class_map.png
Scale bar: 20 µm.
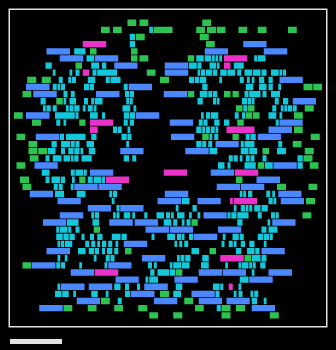
congestion_map.png
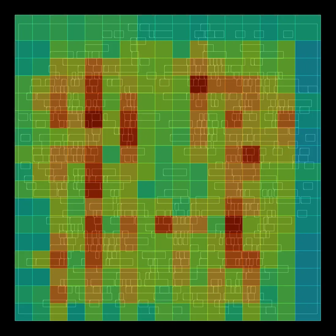
ff_map.png
Scale bar: 20 µm. Other sequential cells in the stronger grey, the rest of the logic in the fainter grey.
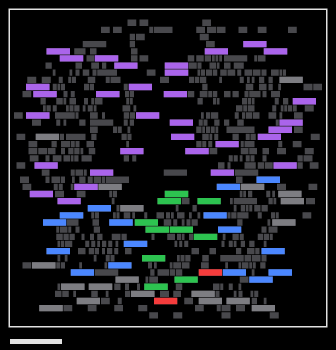
clock_wires.png
Scale bar: 20 µm.
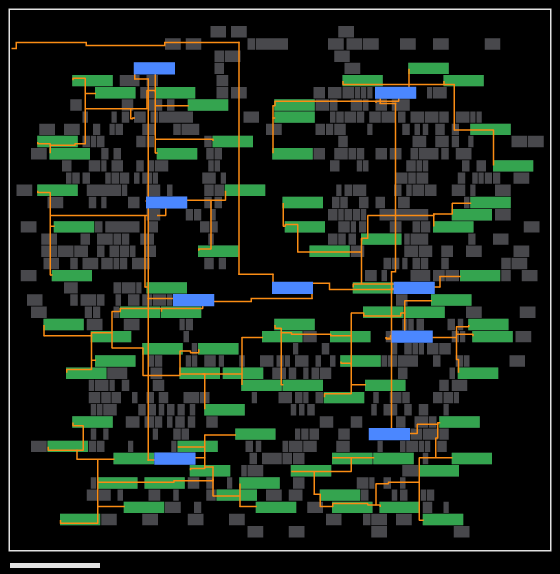
gates.png
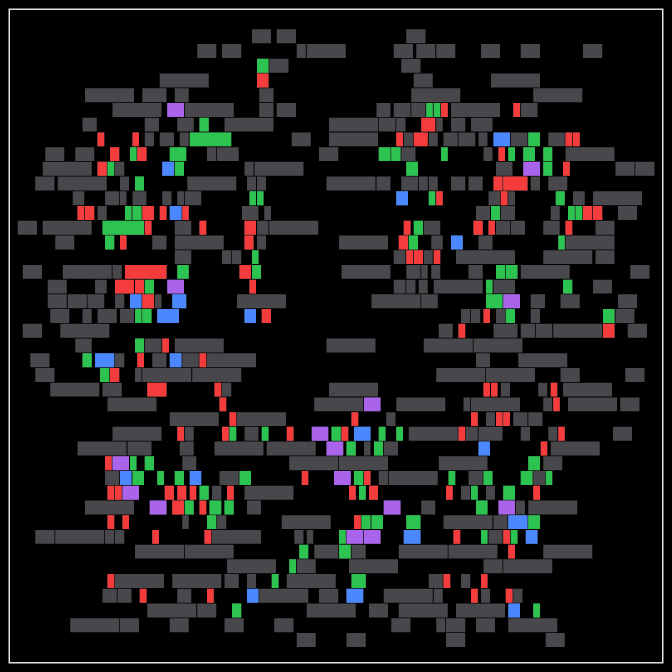
--- src/rtl/step_pkg.sv ---
// Shared defaults and the saturating/wrapping increment used by the step counter.
package step_pkg;

    localparam int DEFAULT_THRESH = 9999;
    localparam int DEFAULT_WIDTH  = 16;
    localparam int DEFAULT_RATE_W = 8;

    // At max_val the value either holds (saturate) or rolls over to zero.
    function automatic logic [31:0] sat_inc(input logic [31:0] val,
                                            input logic [31:0] max_val,
                                            input logic        saturate);
        if (val >= max_val)
            return saturate ? max_val : 32'd0;
        return val + 32'd1;
    endfunction

endpackage

--- src/rtl/step_channel.sv ---
// One pedometer channel: rising-edge detect, step count, sticky goal flag and
// per-window rate accumulator.
module step_channel
    import step_pkg::*;
#(
    parameter int WIDTH    = DEFAULT_WIDTH,
    parameter int RATE_W   = DEFAULT_RATE_W,
    parameter int THRESH   = DEFAULT_THRESH,
    parameter int SATURATE = 1
) (
    input  logic              clk,
    input  logic              rst,
    input  logic              start,
    input  logic              count_en,
    input  logic              clear,
    input  logic              step_in,
    input  logic              window_end,
    output logic [WIDTH-1:0]  step_count,
    output logic              over_thresh,
    output logic [RATE_W-1:0] rate
);

    localparam logic [31:0] CNT_MAX  = 32'((33'd1 << WIDTH) - 33'd1);
    localparam logic [31:0] RATE_MAX = 32'((33'd1 << RATE_W) - 33'd1);
    localparam logic [31:0] THRESH_U = 32'(THRESH);

    logic              step_q;
    logic [RATE_W-1:0] acc;
    logic              qual;
    logic [WIDTH-1:0]  next_count;
    logic [RATE_W-1:0] acc_next;

    assign qual       = start & step_in & ~step_q;
    assign next_count = WIDTH'(sat_inc(32'(step_count), CNT_MAX, SATURATE != 0));
    assign acc_next   = qual ? RATE_W'(sat_inc(32'(acc), RATE_MAX, 1'b1)) : acc;

    always_ff @(posedge clk or posedge rst) begin
        if (rst) begin
            step_q      <= 1'b0;
            step_count  <= '0;
            over_thresh <= 1'b0;
            acc         <= '0;
            rate        <= '0;
        end else begin
            // Edge history tracks the input even while gated, so a level
            // held across enable/start changes never counts twice.
            step_q <= step_in;
            if (clear || !count_en) begin
                step_count  <= '0;
                over_thresh <= 1'b0;
                acc         <= '0;
                rate        <= '0;
            end else begin
                if (qual) begin
                    step_count <= next_count;
                    if (32'(next_count) >= THRESH_U)
                        over_thresh <= 1'b1;
                end
                if (window_end) begin
                    rate <= acc_next;
                    acc  <= '0;
                end else begin
                    acc  <= acc_next;
                end
            end
        end
    end

endmodule

--- src/rtl/step_counter_multi.sv ---
// Multi-channel step counter: shared rate-window timer plus one step_channel
// per input, feeding the display mux.
module step_counter_multi
    import step_pkg::*;
#(
    parameter int N_CH       = 2,
    parameter int WIDTH      = DEFAULT_WIDTH,
    parameter int SATURATE   = 1,
    parameter int THRESH     = DEFAULT_THRESH,
    parameter int WINDOW_CYC = 1000,
    parameter int RATE_W     = DEFAULT_RATE_W
) (
    input  logic                     lightClk,
    input  logic                     reset,
    input  logic                     start,
    input  logic [N_CH-1:0]          count_en,
    input  logic [N_CH-1:0]          clear,
    input  logic [N_CH-1:0]          step_in,
    output logic [N_CH*WIDTH-1:0]    step_count,
    output logic [N_CH-1:0]          over_thresh,
    output logic [N_CH*RATE_W-1:0]   rate,
    output logic                     rate_valid
);

    localparam int            TW   = (WINDOW_CYC > 1) ? $clog2(WINDOW_CYC) : 1;
    localparam logic [TW-1:0] LAST = TW'(WINDOW_CYC - 1);

    logic [TW-1:0] timer;
    logic          window_end;

    assign window_end = start && (timer == LAST);

    // Timer freezes while start is low so a paused window resumes where it left off.
    always_ff @(posedge lightClk or posedge reset) begin
        if (reset) begin
            timer      <= '0;
            rate_valid <= 1'b0;
        end else begin
            rate_valid <= window_end;
            if (window_end)
                timer <= '0;
            else if (start)
                timer <= timer + TW'(1);
        end
    end

    for (genvar i = 0; i < N_CH; i++) begin : g_ch
        step_channel #(
            .WIDTH    (WIDTH),
            .RATE_W   (RATE_W),
            .THRESH   (THRESH),
            .SATURATE (SATURATE)
        ) u_ch (
            .clk         (lightClk),
            .rst         (reset),
            .start       (start),
            .count_en    (count_en[i]),
            .clear       (clear[i]),
            .step_in     (step_in[i]),
            .window_end  (window_end),
            .step_count  (step_count[i*WIDTH +: WIDTH]),
            .over_thresh (over_thresh[i]),
            .rate        (rate[i*RATE_W +: RATE_W])
        );
    end

endmodule
--- config.mk ---
export PLATFORM = sky130hd
export DESIGN_NAME = step_counter_multi
export DESIGN_NICKNAME = d
export VERILOG_FILES = /design/src/rtl/step_pkg.sv /design/src/rtl/step_channel.sv /design/src/rtl/step_counter_multi.sv
export SDC_FILE = /design/constraint.sdc
export NUM_CORES = 1
export LEC_CHECK = 0
export CAP_MARGIN = 20
export CORE_UTILIZATION = 30
export CTS_CLUSTER_DIAMETER = 80
export DETAILED_ROUTE_END_ITERATION = 12
export PLACE_DENSITY_LB_ADDON = 0.15
export SYNTH_ARGS = -nofsm -noshare
export SYNTH_HDL_FRONTEND = slang
export SYNTH_SLANG_ARGS = --single-unit
export TNS_END_PERCENT = 50
--- constraint.sdc ---
create_clock -name lightClk -period 2.3 [get_ports lightClk]
set_input_delay 0.23 -clock lightClk [delete_from_list [all_inputs] [get_ports lightClk]]
set_output_delay 0.23 -clock lightClk [all_outputs]
set_load 0.02 [all_outputs]
==> summary.txt <==
Quick summary of the implementation run below.

Hold-check failures listed in the final report amount to 0. The STA report counts the stages on the worst setup path as 6. The post-cts resize count is 0. In the layout the commonest cells are sky130_fd_sc_hd__dfrtp_1, sky130_fd_sc_hd__nor2_1, sky130_fd_sc_hd__clkdlybuf4s50_1. The area fraction in xor and xnor cells came out at 3.12%. At the worst endpoint, the required time is 2.55 ns. After synthesis, the most frequently instantiated cells are sky130_fd_sc_hd__dfrtp_1, sky130_fd_sc_hd__nor2_1, sky130_fd_sc_hd__nand3_1. The via count of the first global-routing pass was 3687.

The post-layout minimum cycle time came out at 2.07 ns. The number of antenna violations at the first check in global routing came out at 0. The kind of cell adding the most delay to the critical path is simple AND/OR/NAND/NOR gates.

The tree is rooted in a sky130_fd_sc_hd__clkbuf_16. For reference, the top logic cell family by area is simple AND/OR/NAND/NOR gates. The total clock buffers created by CTS came out at 9. The reported leakage power came out at 2.18 nW. The total I/O pin count came out at 60. The slowest cell on the critical path is sky130_fd_sc_hd__or4_4. The total design power came out at 0.00312 W. The least setup slack across all paths after layout is 0.228 ns.

STA classifies the critical path startpoint as a flop. The average vias per placed instance came out at 5.27. The final hold slack came out at 0.291 ns.

After detailed routing, the met2 layer carries 5.07 mm of wire. The flow reported a cell area power density of 576 mW/mm². On met2, the global router reports a usage of 26.4%. The combinational fraction of design power is 6.2%. The flip-flop and latch count after synthesis came out at 79.

The HPWL after detailed placement is 7.56 mm. The dominant power group is sequential cells. Per the post-synthesis stats, the area per cell is 9.02 µm².

The capture point of the critical path was reported as g_ch[1].u_ch.step_count[15]. The worst-margin pin slew came out at 0.497 ns. In this run the post-CTS setup repair buffer count came out at 0.

The cell depth of the worst flop-to-flop path is 6. The area recorded from the Yosys report for this design is 0.00421 mm². The most used flip-flop cell after synthesis is sky130_fd_sc_hd__dfrtp_1. The placed standard-cell area is 0.00514 mm². The worst setup slack for register-to-register paths is 0.23 ns.

The layout has 1400 filler cells. The buffers plus inverters on the worst setup path is 0. In the post-synthesis netlist, the biggest area contributors are sky130_fd_sc_hd__dfrtp_1, sky130_fd_sc_hd__nor2_1, sky130_fd_sc_hd__nand3_1. The peak supply drop is 0.337 mV. The number of distinct standard cells referenced by the synthesized netlist came out at 57. The worst setup path startpoint is g_ch[1].u_ch.step_count[2]. The critical path capture point type is a flop. The worst register-to-register path begins at g_ch[1].u_ch.step_count[2]. From synthesis to final layout, the design area changed by 28.8%. The sum of routed wire length over all layers came out at 11.0 mm.

The horizontal die size is 120 µm. The via count came out at 3793. The netlist area before placement is 0.00421 mm². The synthesized netlist handed to floorplanning was reported with a cell count of 467. Setup repair after global routing left no endpoint under its margin. After its last routability iteration, the placer logged a weighted congestion of 0.857. The type of the worst min-delay path is in2async. The detailed-router iteration count before antenna repair is 4.

The clock-pin slew of the registers on the worst-case setup and hold paths is 0.06 ns. The tightest slew margin relative to the limit is 66.7%. For this run, the final setup violation count is recorded as 0. 0 antenna diodes ended up in the layout. The count of yosys warnings during synthesis came out at 0. The critical path goes through nand4_4 > or4_4 > nor3_2 > and3_1 > nor2_1 > a311oi_1. The area fraction of the largest cell type after synthesis is 47.0%. The wire length on met1 is 5.18 mm. The net total in the final layout is 554. The remaining antenna violation count came out at 0. The wire length on met3 is 453 µm. Per the timing report, the most critical flop-to-flop path finishes at g_ch[1].u_ch.step_count[15]. The arithmetic-cell share of the synthesized area counting full adders, half adders and majority gates is 1.49%. The pin count of the biggest net entering global routing came out at 80. In this run, the synthesized area fraction spent on and/or/nand/nor cells is recorded as 26.3%.

The share of the clock period used by the worst path after layout came out at 90.1%. Of all nets on the critical path, the largest fanout is 10. The number of enable flip-flop cells is 0.

Per Yosys stat, the portion of area used by sequential elements is 47.0%. Summed over all instances, the cell type with the most area after synthesis is sky130_fd_sc_hd__dfrtp_1. The quantity of hold-fixing buffers added after cts is 0. The non-filler instance count after layout came out at 720. By instance count after routing, the leading logic cell type is sky130_fd_sc_hd__dfrtp_1. The number of nets produced by synthesis came out at 481. In this run the top signal layer used is met4. The internal power contribution is 0.00235 W.

Among all cell types in the netlist, the one instantiated most often is sky130_fd_sc_hd__dfrtp_1. The starting DRC count in detailed routing is 205. The flow reports that sequential cells draw 47.7% of the design power. The CTS sink count came out at 79.

Net switching is 24.7% of the power. The initial core utilization is 31.3%. The maximum root-to-sink buffer count is 2.

The die footprint is 0.0145 mm². The flow reports power dissipated in combinational cells as 0.000194 W. The total overflow left after global routing is 0. The tool warning count for the run is 26. The source-to-sink clock delay at the later pin of the worst-skew pair is 0.35 ns. The worst setup path is of the reg2reg kind. The reported sequential group power is 0.00149 W. The number of instances in the placed design is 705.

The OpenROAD report gives the critical path a data arrival time of 2.32 ns. The number of maximum-capacitance constraint violations is 0. In the synthesized netlist, mux cells make up 1.46% of the area. Pins over their slew limit in the final report were tallied at 0. The flow ran to the end, and the final reports show no timing, DRC or antenna violations.

The global-route wire length before repair is 18.5 mm. The fraction of the mapped netlist area in compound gates came out at 17.1%. The die span in y is 120 µm. The delay of the slowest critical-path stage came out at 0.59 ns. The number of buffers added on ports came out at 59.

The aggregate negative setup slack came out at 0 ns. The remaining routing DRC violations is 0. The setup slack at placement is 0.196 ns. The most utilized layer in the global route result is met2. The yosys cell count is 467. The share of flip-flops with an asynchronous set or reset came out at 100%.
-- class_map.png (at the start) --
- cyan: remaining logic cells (cells 363; share of their area 41%)
- green: remaining buffers and delay cells (cells 87; share of their area 16%)
- magenta: clock drivers and dummy loads (cells 15; share of their area 5.5%)
- blue: registers (cells 79; share of their area 38%)
cell area after layout: 0.00542 mm²
sequential share of cell area: 36.4%
total core area: 0.0135 mm²
row count: 42

-- congestion_map.png (at the start) --
average wire per standard cell: 15.2 µm
grt met1 use: 21.0%
GRT Resource Usage Total: 16.3%
fraction of met3 tracks used by global routing: 2.92%
final core utilization: 40.3%

-- ff_map.png (at the start) --
- green: timer (flops 10)
- blue: g_ch.u_ch.acc (flops 16)
- purple: g_ch.u_ch.step_count (flops 32)
- red: g_ch.u_ch.step_q (flops 2)

-- clock_wires.png (at the start) --
- green: flip-flops (count 79)
- orange: clock wires (length 1240 µm)
- blue: clock-net drivers (count 9)
- flops lie: all over the die
Clock Skew: 0.00469 ns
part of the power in the clock network: 46.1%

-- gates.png (at the start) --
- green: nand cells (cells 91)
- blue: and/or cells (cells 21)
- red: nor cells (cells 102)
- purple: xor and xnor cells (cells 15)

area by class of cell:
cell class / count / area (µm²) / share of cell area (%)
clock buffers: 10 / 229 / 4.22
clock inverters: 5 / 58.8 / 1.08
inverters: 12 / 46.3 / 0.854
multi-input cells: 351 / 2080 / 38.3
flip-flops and latches: 79 / 1980 / 36.4
well taps: 176 / 220 / 4.06
repair buffers: 87 / 813 / 15.0
sequential cells by signal, summed over array words and instances, names as in the netlist:
| register | cells |
|---|---|
| g_ch.u_ch.acc | 16 |
| g_ch.u_ch.step_q | 2 |
| g_ch.u_ch.over_thresh | 2 |
| g_ch.u_ch.rate | 16 |
| g_ch.u_ch.step_count | 32 |
| rate_valid | 1 |
| timer | 10 |
Power and IR drop assume default switching activity.
